--- src/rtl/fsk_mod.sv ---
// fsk_mod -- continuous-phase 2FSK modulator.
//
// Paces the upstream PN code generator with a one-cycle symbol strobe,
// captures the returned code bit one clock later, and steps a phase
// accumulator by one of two tuning words. The top 8 phase bits address a
// quarter-wave sine LUT (folded to a full wave) to give offset-binary DAC
// samples.
//
// Optional build macro: FSK_PHASE_RESET_EN
//   defined   -> on the edge after a capture that changes the code bit the
//                accumulator loads 0 (zero-phase symbol starts).
//   undefined -> purely continuous phase, the accumulator is never reloaded.
//
// Ports:
//   clk        in   clock, rising edge
//   rst_n      in   asynchronous active-low reset
//   en         in   run enable (gates accumulator and symbol counter)
//   code       in   code bit from the upstream generator
//   sym_tick   out  one-cycle symbol strobe (upstream generator enable)
//   freq_sel   out  latched code bit (0 -> FTW0, 1 -> FTW1)
//   dout       out  8-bit sine sample, offset binary (128 = mid-scale)
//   dout_valid out  dout derives from a phase advanced under en
module fsk_mod #(
  parameter int unsigned PHASE_W = 24,
  parameter logic [PHASE_W-1:0] FTW0 = PHASE_W'(24'h020000),
  parameter logic [PHASE_W-1:0] FTW1 = PHASE_W'(24'h040000),
  parameter int unsigned SYM_DIV = 1024
) (
  input  logic       clk,
  input  logic       rst_n,
  input  logic       en,
  input  logic       code,
  output logic       sym_tick,
  output logic       freq_sel,
  output logic [7:0] dout,
  output logic       dout_valid
);

  logic [PHASE_W-1:0] acc_r;
  logic [15:0]        sym_cnt_r;
  logic [6:0]         mag_r;
  logic               p7_r;
  logic [2:0]         vld_r;
  logic [PHASE_W-1:0] ftw_s;
  logic [7:0]         p_s;
  logic [5:0]         idx_s;

  // Quarter-wave table: round(127*sin(2*pi*(i+0.5)/256)), i = 0..63.
  // The half-step offset keeps the folded wave symmetric about 127.5.
  function automatic logic [6:0] q_lut(input logic [5:0] i);
    logic [6:0] q;
    case (i)
      6'd0:  q = 7'd2;   6'd1:  q = 7'd5;   6'd2:  q = 7'd8;   6'd3:  q = 7'd11;
      6'd4:  q = 7'd14;  6'd5:  q = 7'd17;  6'd6:  q = 7'd20;  6'd7:  q = 7'd23;
      6'd8:  q = 7'd26;  6'd9:  q = 7'd29;  6'd10: q = 7'd32;  6'd11: q = 7'd35;
      6'd12: q = 7'd38;  6'd13: q = 7'd41;  6'd14: q = 7'd44;  6'd15: q = 7'd47;
      6'd16: q = 7'd50;  6'd17: q = 7'd53;  6'd18: q = 7'd56;  6'd19: q = 7'd58;
      6'd20: q = 7'd61;  6'd21: q = 7'd64;  6'd22: q = 7'd67;  6'd23: q = 7'd69;
      6'd24: q = 7'd72;  6'd25: q = 7'd74;  6'd26: q = 7'd77;  6'd27: q = 7'd79;
      6'd28: q = 7'd82;  6'd29: q = 7'd84;  6'd30: q = 7'd86;  6'd31: q = 7'd89;
      6'd32: q = 7'd91;  6'd33: q = 7'd93;  6'd34: q = 7'd95;  6'd35: q = 7'd97;
      6'd36: q = 7'd99;  6'd37: q = 7'd101; 6'd38: q = 7'd103; 6'd39: q = 7'd105;
      6'd40: q = 7'd106; 6'd41: q = 7'd108; 6'd42: q = 7'd110; 6'd43: q = 7'd111;
      6'd44: q = 7'd113; 6'd45: q = 7'd114; 6'd46: q = 7'd115; 6'd47: q = 7'd117;
      6'd48: q = 7'd118; 6'd49: q = 7'd119; 6'd50: q = 7'd120; 6'd51: q = 7'd121;
      6'd52: q = 7'd122; 6'd53: q = 7'd123; 6'd54: q = 7'd124; 6'd55: q = 7'd124;
      6'd56: q = 7'd125; 6'd57: q = 7'd125; 6'd58: q = 7'd126; 6'd59: q = 7'd126;
      6'd60: q = 7'd127; 6'd61: q = 7'd127; 6'd62: q = 7'd127; 6'd63: q = 7'd127;
      default: q = 7'd0;
    endcase
    return q;
  endfunction

  // Tuning word select and quarter-wave fold of the phase MSBs.
  always_comb begin
    ftw_s = FTW0;
    if (freq_sel) ftw_s = FTW1;
    else          ftw_s = FTW0;
    p_s = acc_r[PHASE_W-1 -: 8];
    if (p_s[6]) idx_s = ~p_s[5:0];
    else        idx_s = p_s[5:0];
  end

  // Symbol counter and strobe; both frozen while en is low.
  always_ff @(posedge clk or negedge rst_n) begin
    if (!rst_n) begin
      sym_cnt_r <= 16'd0;
      sym_tick  <= 1'b0;
    end else if (en) begin
      if (sym_cnt_r == 16'(SYM_DIV - 1)) begin
        sym_cnt_r <= 16'd0;
        sym_tick  <= 1'b1;
      end else begin
        sym_cnt_r <= sym_cnt_r + 16'd1;
        sym_tick  <= 1'b0;
      end
    end else begin
      sym_tick <= 1'b0;
    end
  end

  // Code capture one clock after the strobe, so the upstream falling-edge
  // update has settled. Captures even when en is low.
  always_ff @(posedge clk or negedge rst_n) begin
    if (!rst_n)        freq_sel <= 1'b0;
    else if (sym_tick) freq_sel <= code;
    else               freq_sel <= freq_sel;
  end

`ifdef FSK_PHASE_RESET_EN
  logic chg_r;

  // Flags a capture that changes the code bit; the accumulator zeroes next edge.
  always_ff @(posedge clk or negedge rst_n) begin
    if (!rst_n) chg_r <= 1'b0;
    else        chg_r <= sym_tick && (code != freq_sel);
  end
`endif

  // Phase accumulator; the tuning word follows freq_sel as it was before the edge.
  always_ff @(posedge clk or negedge rst_n) begin
    if (!rst_n)     acc_r <= '0;
`ifdef FSK_PHASE_RESET_EN
    else if (chg_r) acc_r <= '0;
`endif
    else if (en)    acc_r <= acc_r + ftw_s;
    else            acc_r <= acc_r;
  end

  // Free-running sine pipeline (LUT stage then output stage) plus valid shift.
  always_ff @(posedge clk or negedge rst_n) begin
    if (!rst_n) begin
      mag_r <= 7'd0;
      p7_r  <= 1'b0;
      dout  <= 8'd128;
      vld_r <= 3'd0;
    end else begin
      mag_r <= q_lut(idx_s);
      p7_r  <= p_s[7];
      dout  <= p7_r ? (8'd127 - {1'b0, mag_r}) : (8'd128 + {1'b0, mag_r});
      vld_r <= {vld_r[1:0], en};
    end
  end

  assign dout_valid = vld_r[2];

endmodule
--- config.mk ---
export PLATFORM = sky130hd
export DESIGN_NAME = fsk_mod
export DESIGN_NICKNAME = d
export VERILOG_FILES = /design/src/rtl/fsk_mod.sv
export SDC_FILE = /design/constraint.sdc
export NUM_CORES = 1
export LEC_CHECK = 0
export CORE_ASPECT_RATIO = 1.2
export CORE_MARGIN = 4
export CORE_UTILIZATION = 40
export CTS_CLUSTER_DIAMETER = 100
export DETAILED_ROUTE_END_ITERATION = 6
export PLACE_DENSITY_LB_ADDON = 0.1
export SLEW_MARGIN = 20
export SYNTH_ARGS = -nofsm -noshare
export SYNTH_HDL_FRONTEND = slang
export SYNTH_SLANG_ARGS = --single-unit
--- constraint.sdc ---
create_clock -name clk -period 6.3 [get_ports clk]
set_input_delay 1.26 -clock clk [delete_from_list [all_inputs] [get_ports clk]]
set_output_delay 1.26 -clock clk [all_outputs]
set_load 0.005 [all_outputs]
### The clock network

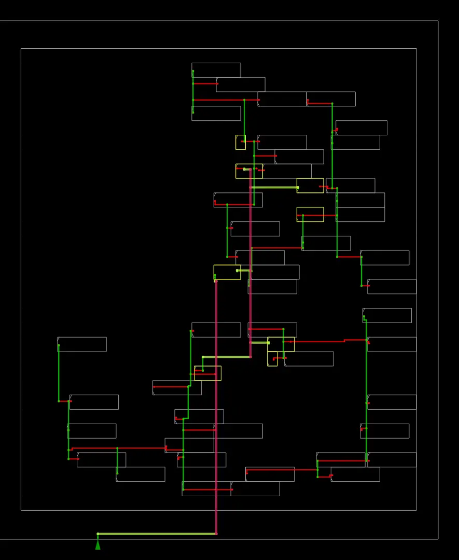
clk sinks: 44
Clk. pwr: 176 uW
total CTS buffers: 5

### Close-up of the layout

Scale bar: 20 um. Window x 16 to 66, y 43 to 93 um. Cells in gray, sequential cells in the stronger gray; small squares are vias.
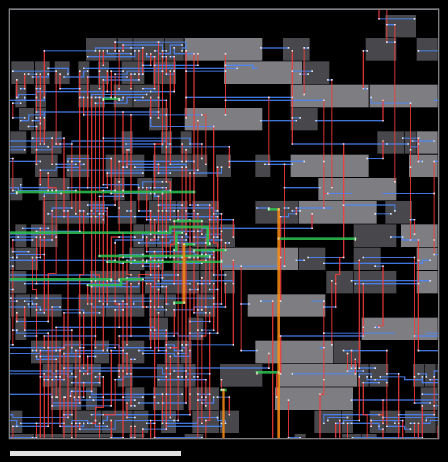
[met2] red
[met3] green
[met1] blue
[met4] orange
cells with their middle in the window: 138
sequential cells in the window: 14
netlist names of flops here include: `mag_r` (7), `dout` (3), `sym_cnt_r` (3)
most frequent: dfrtp_1 (14), nor2_1 (13), o21ai_0 (11)

==> flow_summary.yaml <==
# generated from flow reports
outcome:
  outcome: "completed"
pwr:
  vdd_drop_max_mv: 0.178
  power_per_cell_area_mw_per_mm2: 505
  power_mw: 1.47
  combPwrFrac_pct: 55.4
  internal_power_uw: 821
  pwr-share-clk_pct: 11.9
  power_leader: "combinational cells"
  combinationalPower_uw: 816
drt:
  avgViaCountPerCell: 5.39
  wire_per_inst_um: 14.7
floorplan:
  nWellTaps: 85
  dieHeight_um: 97.7
  die-area_mm2: 0.00809
yosys:
  syn_area_mm2: 0.00268
  ys.flop_type: "dfrtp_1"
  yosysUniqueCellTypes: 58
  edf_count: 0
  fa_ha_area_share_pct: 7.28
sta:
  layout_min_cycle_time_ns: 2.75
  fmax_mhz: 364
  setup_viol: 0
layout:
  comb_area_share_pct: 48.5
  largest_registers: "sym_cnt_r x16, dout x8"
  fin_nets: 303
  layout-drive-gt1-share_pct: 7.37
placed_design:
  dp.cells: 362
  port_buffers: 14
  place_area_mm2: 0.00282
clocking:
  cts_hold_buf: 0
  insertion_delay_ns: 0.29
  cts_max_path_buffers: 2
global_route:
  grt_max_degree: 45
==> cells in the mapped netlist, types with 2 or more instances <==
cell      count  area, um^2
buf_2         5        25.0
nor2_1       20        75.1
and3_1        2        12.5
xnor2_1      13         114
clkbuf_1      5        18.8
o211ai_1      3        22.5
buf_4         6        45.0
o221ai_1      3        26.3
dfrtp_1      43        1080
a21oi_1      12        60.1
and4_1        2        17.5
nor2b_1       4        25.0
a211oi_1      4        30.0
o21ai_1       2        10.0
o32ai_1       3        26.3
xor2_1       13         114
a31oi_1       4        25.0
or2_2         2        12.5
and2_1        2        12.5
nand2b_1      5        31.3
inv_1        12        45.0
nor3_1        7        35.0
a221o_1       2        20.0
o22ai_1       4        25.0
o21ai_0      13        65.1
buf_6         2        22.5
ha_1         14         175
nand3_1      11        55.1
mux2i_1       7        70.1
nor3_2        2        20.0
nand2_1      24        90.1
nand4_1       3        18.8
==> path summary, 6_finish.rpt <==
check | cells after the start | end | start | slack [ns]
max | 5 | sym_cnt_r[9] | en | 3.55
min | 0 | vld_r[2] | vld_r[1] | 0.35
max reg2reg | 9 | mag_r[1] | acc_r[22] | 3.60
min reg2reg | 0 | vld_r[2] | vld_r[1] | 0.35
max in group asynchronous | 1 | dout[7] | rst_n | 4.97
min in group asynchronous | 1 | vld_r[2] | rst_n | 0.94
==> routing by layer <==
metal  track usage, %  share of wire, %  vias up
met4             5.16               1.6        0
met1             19.8                45      950
met5                0                 0        -
li1                 -                 -      996
met3             2.04               3.5        9
met2             23.4                50       39
==> cells in the final DEF, fill, tap and decap left out, drive strengths merged, types with 12 or more instances in the layout <==
cell type      instances
dfrtp                 43
ha                    14
o21ai                 15
nor2                  20
clkdlybuf4s50         13
nand2                 24
xnor2                 14
xor2                  13
a21oi                 12
inv                   13
Power figures rest on the tool's default switching activity, not on a simulated workload.
